$ cat src/rtl/divider_pkg.sv
// Shared definitions for the non-restoring divider: FSM encoding, default
// operand width and the iteration-counter width helper.
package divider_pkg;

    typedef enum logic [1:0] {
        IDLE = 2'd0,
        CALC = 2'd1,
        FIX  = 2'd2
    } div_state_t;

    localparam int DIV_WIDTH_DEF = 16;

    // Bits needed to count down from w-1 to 0 (never less than one bit).
    function automatic int cnt_width(input int w);
        return (w > 1) ? $clog2(w) : 1;
    endfunction

endpackage

$ cat src/rtl/nonrestoring_step.sv
// One radix-2 non-restoring iteration: shift the next dividend bit into the
// signed partial remainder, then subtract the divisor if the old remainder
// was non-negative or add it back if it was negative. The new quotient bit
// is the inverted sign of the result.
module nonrestoring_step
    import divider_pkg::*;
#(
    parameter int WIDTH = DIV_WIDTH_DEF
) (
    input  logic [WIDTH:0]   p_in,
    input  logic             msb_in,
    input  logic [WIDTH-1:0] y,
    output logic [WIDTH:0]   p_out,
    output logic             q_bit
);

    logic [WIDTH:0] p_shift;
    logic [WIDTH:0] y_ext;

    // Remainder stays within [-Y, Y), so WIDTH+1 bits of two's complement
    // hold every result even though the shifted value may wrap.
    always_comb begin
        p_shift = {p_in[WIDTH-1:0], msb_in};
        y_ext   = {1'b0, y};
        if (p_in[WIDTH]) begin
            p_out = p_shift + y_ext;
        end else begin
            p_out = p_shift - y_ext;
        end
        q_bit = ~p_out[WIDTH];
    end

endmodule

$ cat src/rtl/nonrestoring_divider_16.sv
// Sequential unsigned radix-2 non-restoring divider: Q = X / Y, R = X % Y,
// one quotient bit per clock, WIDTH+1 cycles from accept to done.
// Optional feature macro: DIVIDER_STICKY_EN (builds the inexact/sticky flag;
// when undefined sticky is tied low).
//
// Handshake: start is a request that is accepted on any rising edge where the
// FSM is IDLE (busy==0, which includes the done cycle); it is neither queued
// nor acknowledged while busy. done is a one-cycle valid strobe with no
// backpressure; Q, R, div_by_zero and sticky are valid with it and held until
// the next done. Divide-by-zero completes in the cycle after accept.
module nonrestoring_divider_16
    import divider_pkg::*;
#(
    parameter int WIDTH = DIV_WIDTH_DEF
) (
    input  logic             clk,
    input  logic             rst,
    input  logic             start,
    input  logic [WIDTH-1:0] X,
    input  logic [WIDTH-1:0] Y,
    output logic             busy,
    output logic             done,
    output logic [WIDTH-1:0] Q,
    output logic [WIDTH-1:0] R,
    output logic             div_by_zero,
    output logic             sticky
);

    localparam int CNT_W = cnt_width(WIDTH);

    div_state_t       state;
    div_state_t       state_next;
    logic [WIDTH:0]   p_reg;
    logic [WIDTH-1:0] q_sh;
    logic [WIDTH-1:0] d_reg;
    logic [CNT_W-1:0] cnt;
    logic [WIDTH:0]   p_step;
    logic             q_bit;
    logic [WIDTH-1:0] r_fix;
    logic             y_zero;

    nonrestoring_step #(
        .WIDTH (WIDTH)
    ) u_step (
        .p_in   (p_reg),
        .msb_in (q_sh[WIDTH-1]),
        .y      (d_reg),
        .p_out  (p_step),
        .q_bit  (q_bit)
    );

    // Final remainder correction: a negative partial remainder gets Y added
    // back; the true result lies in [0, Y) so WIDTH bits suffice.
    always_comb begin
        y_zero = (Y == '0);
        if (p_reg[WIDTH]) begin
            r_fix = p_reg[WIDTH-1:0] + d_reg;
        end else begin
            r_fix = p_reg[WIDTH-1:0];
        end
    end

    // FSM state register.
    always_ff @(posedge clk or posedge rst) begin
        if (rst) begin
            state <= IDLE;
        end else begin
            state <= state_next;
        end
    end

    // FSM next state: a zero divisor finishes without leaving IDLE.
    always_comb begin
        state_next = state;
        case (state)
            IDLE: begin
                if (start && !y_zero) begin
                    state_next = CALC;
                end
            end
            CALC: begin
                if (cnt == '0) begin
                    state_next = FIX;
                end
            end
            FIX: begin
                state_next = IDLE;
            end
            default: begin
                state_next = IDLE;
            end
        endcase
    end

    // Datapath and result registers; done is a single-cycle strobe.
    always_ff @(posedge clk or posedge rst) begin
        if (rst) begin
            p_reg       <= '0;
            q_sh        <= '0;
            d_reg       <= '0;
            cnt         <= '0;
            busy        <= 1'b0;
            done        <= 1'b0;
            Q           <= '0;
            R           <= '0;
            div_by_zero <= 1'b0;
        end else begin
            done <= 1'b0;
            case (state)
                IDLE: begin
                    if (start) begin
                        if (!y_zero) begin
                            q_sh  <= X;
                            d_reg <= Y;
                            p_reg <= '0;
                            cnt   <= CNT_W'(WIDTH - 1);
                            busy  <= 1'b1;
                        end else begin
                            Q           <= '1;
                            R           <= X;
                            div_by_zero <= 1'b1;
                            done        <= 1'b1;
                        end
                    end
                end
                CALC: begin
                    p_reg <= p_step;
                    q_sh  <= {q_sh[WIDTH-2:0], q_bit};
                    cnt   <= cnt - CNT_W'(1);
                end
                FIX: begin
                    Q           <= q_sh;
                    R           <= r_fix;
                    div_by_zero <= 1'b0;
                    done        <= 1'b1;
                    busy        <= 1'b0;
                end
                default: begin
                end
            endcase
        end
    end

`ifdef DIVIDER_STICKY_EN
    logic sticky_reg;

    // Inexact flag, updated only on the same edges that update R.
    always_ff @(posedge clk or posedge rst) begin
        if (rst) begin
            sticky_reg <= 1'b0;
        end else if (state == IDLE && start && y_zero) begin
            sticky_reg <= (X != '0);
        end else if (state == FIX) begin
            sticky_reg <= (r_fix != '0);
        end
    end

    assign sticky = sticky_reg;
`else
    assign sticky = 1'b0;
`endif

endmodule

$ cat config.mk
export PLATFORM = sky130hd
export DESIGN_NAME = nonrestoring_divider_16
export DESIGN_NICKNAME = d
export VERILOG_FILES = /design/src/rtl/divider_pkg.sv /design/src/rtl/nonrestoring_step.sv /design/src/rtl/nonrestoring_divider_16.sv
export SDC_FILE = /design/constraint.sdc
export NUM_CORES = 1
export LEC_CHECK = 0
export ABC_AREA = 1
export CAP_MARGIN = 20
export CORE_AREA = 2 2 146 148
export DETAILED_ROUTE_END_ITERATION = 8
export DIE_AREA = 0 0 148 150
export GPL_TIMING_DRIVEN = 0
export SYNTH_ARGS = -nofsm -noshare
export SYNTH_HDL_FRONTEND = slang
export SYNTH_SLANG_ARGS = --single-unit
$ cat constraint.sdc
create_clock -name clk -period 3.9 [get_ports clk]
set_clock_uncertainty 0.05 [all_clocks]
set_input_delay 0.78 -clock clk [delete_from_list [all_inputs] [get_ports clk]]
set_output_delay 0.78 -clock clk [all_outputs]
set_load 0.05 [all_outputs]
run_1/congestion.png
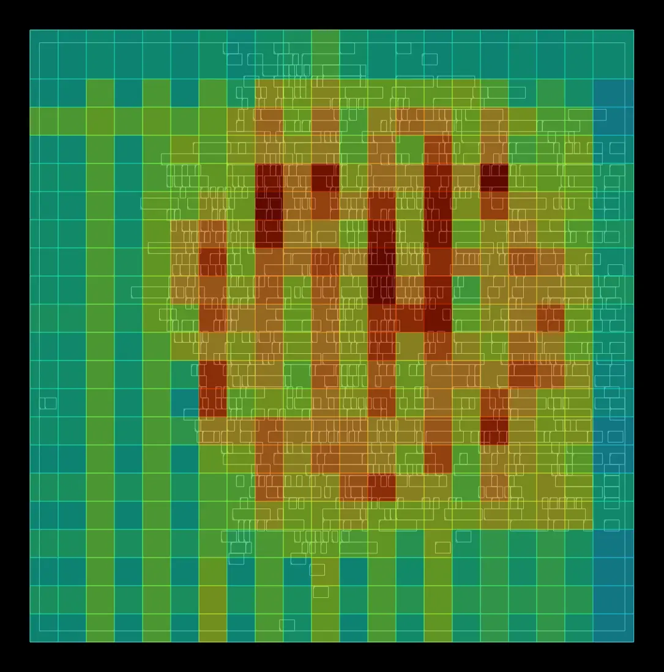
Layout Utilization: 35.1%
GR Util met1: 21.6%

run_1/wires.png
Bar = 50 um.
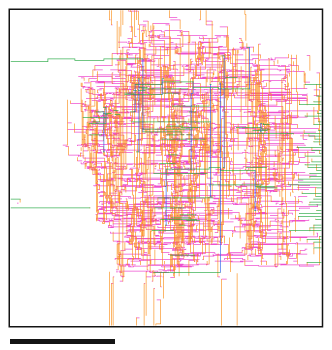
| color | layer | wire length |
|---|---|---|
| orange | metal 2 | 8040 um |
| green | metal 3 | 997 um |
| magenta | metal 1 | 7960 um |
| blue | metal 4 | 424 um |

run_1/metal_density.png
Bar = 50 um. 30 x 30 tiles, from dark blue (low) to red (high), scaled to the fullest tile. Values are wire area over tile area, all layers added.
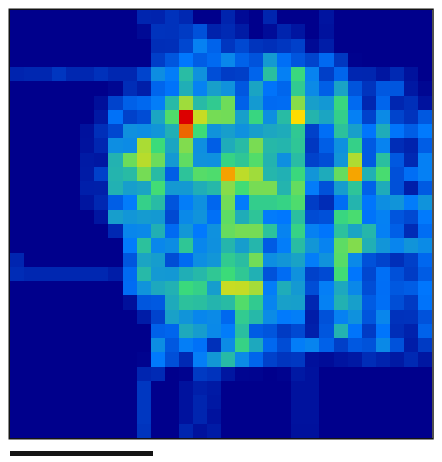
nearly empty tiles: 36%
densest ninth of the die: middle
emptiest ninth of the die: bottom left

==> changes_impl.md, run 1 <==
### Metrics

* Critical path buffer and inverter count at 4
* Tmin final at approximately 3400 ps
* Slowest stage delay, CP at 400 ps
* #FFs+latches synth at roughly 90
* Worst R2R Start: d_reg[1]$_DFFE_PP0P_
* RSZ-0062 raised after global routing: no
* ANT nets after route at 0
* Post-DP HPWL at approximately 14000 um
* Top-level I/O count at about 71
* Top cells by count: 211 x nand2_1, 93 x inv_1, 90 x dfrtp_1, 72 x nor2_1, 60 x a21oi_1
* Synth Area in XOR/XNOR at under 10%
* Fraction of layout cells with a size suffix above 1 at a little under 6%
* Startpoint types: flip-flop
* Yosys cell types at 42
* Wire length per cell after detailed routing at 15.0 um
* Largest net degree at the start of global routing at approximately 52
* EDFF count, synth at 0
* CP endpoint kind: flip-flop
* Reg2reg setup slack at around 470 ps
* Status: completed
* Reg2reg path depth at 22
* DP Cell Count at 1143
* Routed wl met3 at 997 um
* Critical Path Sink: p_reg[16]$_DFFE_PP0P_
* FMAX at 292 MHz
* YS chip area at around 5900 um^2
* Post-Synthesis Cell Area at 5850 um^2
* Setup WS post-layout at 474 ps
* Chip Width at roughly 150 um
* Vias in the first global route at 5317
* # fillers at 2224
* Crit Path Max Fanout at 4
* Worst hold slack at 436 ps
* Core Util at FP at 28.3%
* Area grow syn2layout at 23.9%
* Number of diodes at 0
==> run 1: layout by cell type, fill, tap and decap left out, drive strengths merged, types with 7 or more instances in the layout <==
master and instances:
a21oi 61, a22oi 7, buf 19, clkbuf 16, clkdlybuf4s50 69, dfrtp 90
ha 33, inv 101, nand2 213, nand3 42, nor2 78, nor3 7
o211ai 18, o21ai 66, xor2 19
==> run 1: layout make-up <==
type / count / area [um^2] / share of cell area [%]
timing repair buffer: 70 / 711 / 9.80
sequential: 90 / 2250 / 31.1
buffer: 24 / 120 / 1.66
tap: 275 / 344 / 4.74
clock buffer: 10 / 229 / 3.16
inverter: 100 / 378 / 5.21
clock inverter: 6 / 113 / 1.55
multi-input combinational: 584 / 3110 / 42.8
run_1/placement_by_type.png
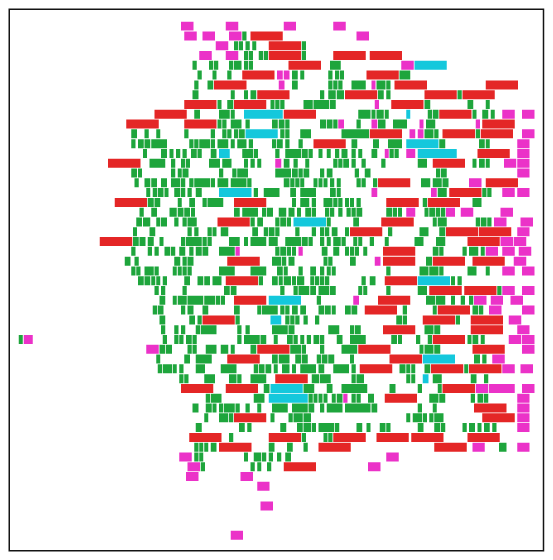

==> run 1 -> run 2 <==
- SLEW_MARGIN: unset -> 20
run_2/placement_by_type.png
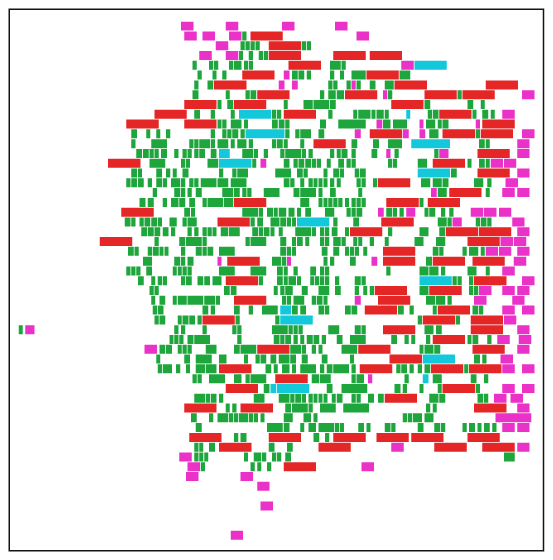
| color | class | cells |
|---|---|---|
| green | combinational and other logic | 684 |
| red | flops | 90 |
| magenta | other buffers and delay cells | 94 |
| cyan | clock drivers and dummy loads | 16 |

run_2/wires.png
Bar = 50 um.
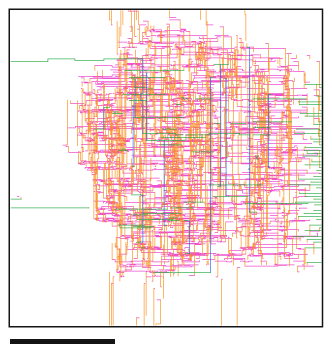
| color | layer | wire length |
|---|---|---|
| blue | metal 4 | 524 um |
| magenta | metal 1 | 7930 um |
| green | metal 3 | 984 um |
| orange | metal 2 | 8090 um |

==> run 2 against run 1 <==
Routed wire length grew 0.60%. Non-clock buffer count is the same. Final cell count is the same. Largest cell class unchanged. Global-route usage grew 0.14 points. Worst hold slack lost 4.4 ps. Critical path depth is the same. First-iteration DRC count shrank 4.6%. Synthesized cell count is the same. Maximum frequency shrank 0.45%.
==> changes_impl.md, run 2 <==
### Metrics

* Status: completed (unchanged)
* ANT nets after route at 0 (unchanged)
* Yosys cell types at 42 (unchanged)
* Wire length per cell after detailed routing at 15.1 um (was 15.0 um)
* Post-Synthesis Cell Area at 5850 um^2 (unchanged)
* Routed wl met3 at 984 um (was 997 um)
* Worst hold slack at 432 ps (was 436 ps)
* Layout Utilization at 35.0% (was 35.1%)
* Well tap count at 275 (unchanged)
* EDFF count, synth at 0 (unchanged)
* Slowest stage delay, CP at 400 ps (about the same)
* Area grow syn2layout at 23.6% (was 23.9%)
* YS chip area at 5850 um^2 (unchanged)
* Count of non-CTS inverters in the layout at 100 (unchanged)
* CLK BUF at 10 (unchanged)
* # fillers at 2232 (was 2224)
* DP Cell Count at 1143 (unchanged)
* Logic area at 3110 um^2 (unchanged)
* Startpoint types: flip-flop (unchanged)
* Mi-comb count at 584 (unchanged)
* Vias in the first global route at 5385 (was 5317)
* Reg area at 2250 um^2 (unchanged)
* Fraction of layout cells with a size suffix above 1 at 5.88% (unchanged)
* Tmin final at 3440 ps (was 3430 ps)
* GR Util met1 at 21.6% (about the same)
* Top cells by count: 211 x nand2_1, 93 x inv_1, 90 x dfrtp_1, 72 x nor2_1, 60 x a21oi_1 (unchanged)
* Seq/total area at 31.1% (about the same)
* Dominant class by area: logic gates (unchanged)
* Non-CTS buffers at 94 (unchanged)
* Critical path buffer and inverter count at 4 (unchanged)
* FMAX at 291 MHz (was 292 MHz)
* Worst R2R Start: d_reg[1]$_DFFE_PP0P_ (unchanged)
* #FFs+latches synth at 90 (unchanged)
* RSZ-0062 raised after global routing: no (unchanged)
* Chip Width at 148 um (unchanged)
* Most frequent logic cell in the layout: nand2_1 (unchanged)
* Post-DP HPWL at 13600 um (about the same)
* Setup WS post-layout at 458 ps (was 474 ps)
* Number of diodes at 0 (unchanged)
* Combinational share of cell area at 42.9% (was 42.8%)
* Reg2reg setup slack at 460 ps (was 470 ps)
* Most numerous logic cells after layout: 211 x nand2_1, 92 x inv_1, 90 x dfrtp_1, 72 x nor2_1, 69 x clkdlybuf4s50_1 (unchanged)
* Largest net degree at the start of global routing at 76 (was 52)
* CP endpoint kind: flip-flop (unchanged)
==> run 2: cell counts after synthesis <==
No cell type changed its count.
==> run 2: logic make-up after synthesis <==
| family | after synthesis | share of synthesized area (%) |
|---|---|---|
| flops | 90 | 38.5 |
| fa+ha+maj | 35 | 7.74 |
| other cells | 1 | 0.0641 |
| xor+xnor | 22 | 3.29 |
| compound gates | 176 | 17.1 |
| buf+inv | 124 | 8.46 |
| simple gates | 350 | 24.9 |
==> run 2 -> run 3 <==
- CTS_CLUSTER_DIAMETER: unset -> 60
- HOLD_SLACK_MARGIN: unset -> 0.12
run_3/flops_by_reg.png
Bar = 50 um. Other sequential cells in the stronger gray, the rest of the logic in the fainter gray.
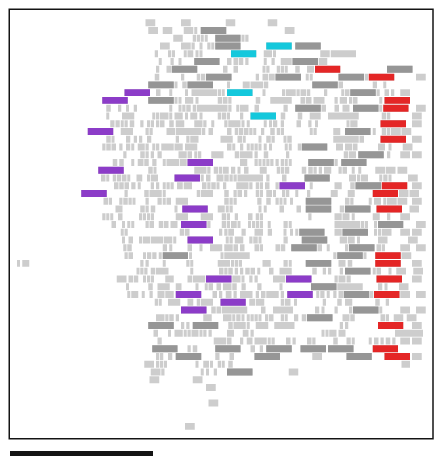
| color | netlist name | sequential cells |
|---|---|---|
| red | Q | 16 |
| cyan | cnt | 4 |
| purple | p_reg | 17 |

==> run 3 against run 2 <==
Worst setup slack unchanged. Via count unchanged. Synthesized area unchanged. Sequential share of layout area unchanged. Final cell count unchanged. Utilization unchanged. Synthesized cell count unchanged. Clock-buffer cell count unchanged. Global-route usage unchanged. Routed wire length unchanged. Final area unchanged.
==> changes_impl.md, run 3 <==
### Metrics

* Status: completed (unchanged)
* Reg2reg setup slack at 460 ps (about the same)
* Post-DP HPWL at 13600 um (unchanged)
* Layout Utilization at 35.0% (unchanged)
* Largest net degree at the start of global routing at 76 (unchanged)
* Setup WS post-layout at 458 ps (unchanged)
* Fraction of layout cells with a size suffix above 1 at 5.88% (unchanged)
* Crit Path Max Fanout at 4 (unchanged)
* Yosys cell types at 42 (unchanged)
* Hold path start: R[1]$_DFFE_PP0P_ (unchanged)
* Startpoint types: flip-flop (unchanged)
* Critical path required time at 4070 ps (about the same)
* Fraction of registers with async set/reset at 100% (unchanged)
* Most numerous logic cells after layout: 211 x nand2_1, 92 x inv_1, 90 x dfrtp_1, 72 x nor2_1, 69 x clkdlybuf4s50_1 (unchanged)
* Top-level I/O count at 71 (unchanged)
* Wire length per cell after detailed routing at 15.1 um (unchanged)
* Core Util at FP at 28.3% (unchanged)
* FMAX at 291 MHz (unchanged)
* Post-Synthesis Cell Area at 5850 um^2 (unchanged)
* ANT nets after route at 0 (unchanged)
* GR Util met1 at 21.6% (unchanged)
* Reg2reg path depth at 22 (unchanged)
* Critical Path Sink: p_reg[16]$_DFFE_PP0P_ (unchanged)
* Area grow syn2layout at 23.6% (unchanged)
* DP Cell Count at 1143 (unchanged)
* Number of diodes at 0 (unchanged)
* #FFs+latches synth at 90 (unchanged)
* Critical Path AT at 3610 ps (about the same)
* EDFF count, synth at 0 (unchanged)
* Most frequent logic cell in the layout: nand2_1 (unchanged)
* Critical path buffer and inverter count at 4 (unchanged)
* CP endpoint kind: flip-flop (unchanged)
* YS chip area at 5850 um^2 (unchanged)
* Worst R2R Start: d_reg[1]$_DFFE_PP0P_ (unchanged)
* Vias in the first global route at 5385 (unchanged)
* Tmin final at 3440 ps (unchanged)
* Worst hold slack at 432 ps (unchanged)
run_3/placement_by_type.png
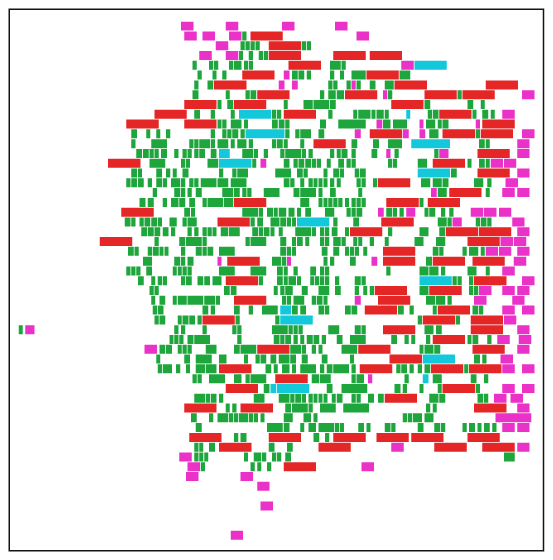
| color | class | cells |
|---|---|---|
| magenta | other buffers and delay cells | 94 |
| green | combinational and other logic | 684 |
| cyan | clock drivers and dummy loads | 16 |
| red | flops | 90 |

[run 3: kinds of logic (layout without fill, tap and decap cells)]
| kind of cell | after synthesis | count (layout) | share of synthesized area, % |
|---|---|---|---|
| flops | 90 | 90 | 38.5 |
| buf+inv | 124 | 210 | 8.46 |
| xor+xnor | 22 | 22 | 3.29 |
| fa+ha+maj | 35 | 35 | 7.74 |
| other cells | 1 | 1 | 0.0641 |
| compound gates | 176 | 176 | 17.1 |
| simple gates | 350 | 350 | 24.9 |
[run 3: area by class of cell]
class	count	area, um^2
plain buffers	24	120
clock buffers	10	229
clock inverters	6	87.6
fillers	2232	13500
inverters	100	380
multi-input cells	584	3110
flip-flops and latches	90	2250
well taps	275	344
repair buffers	70	718
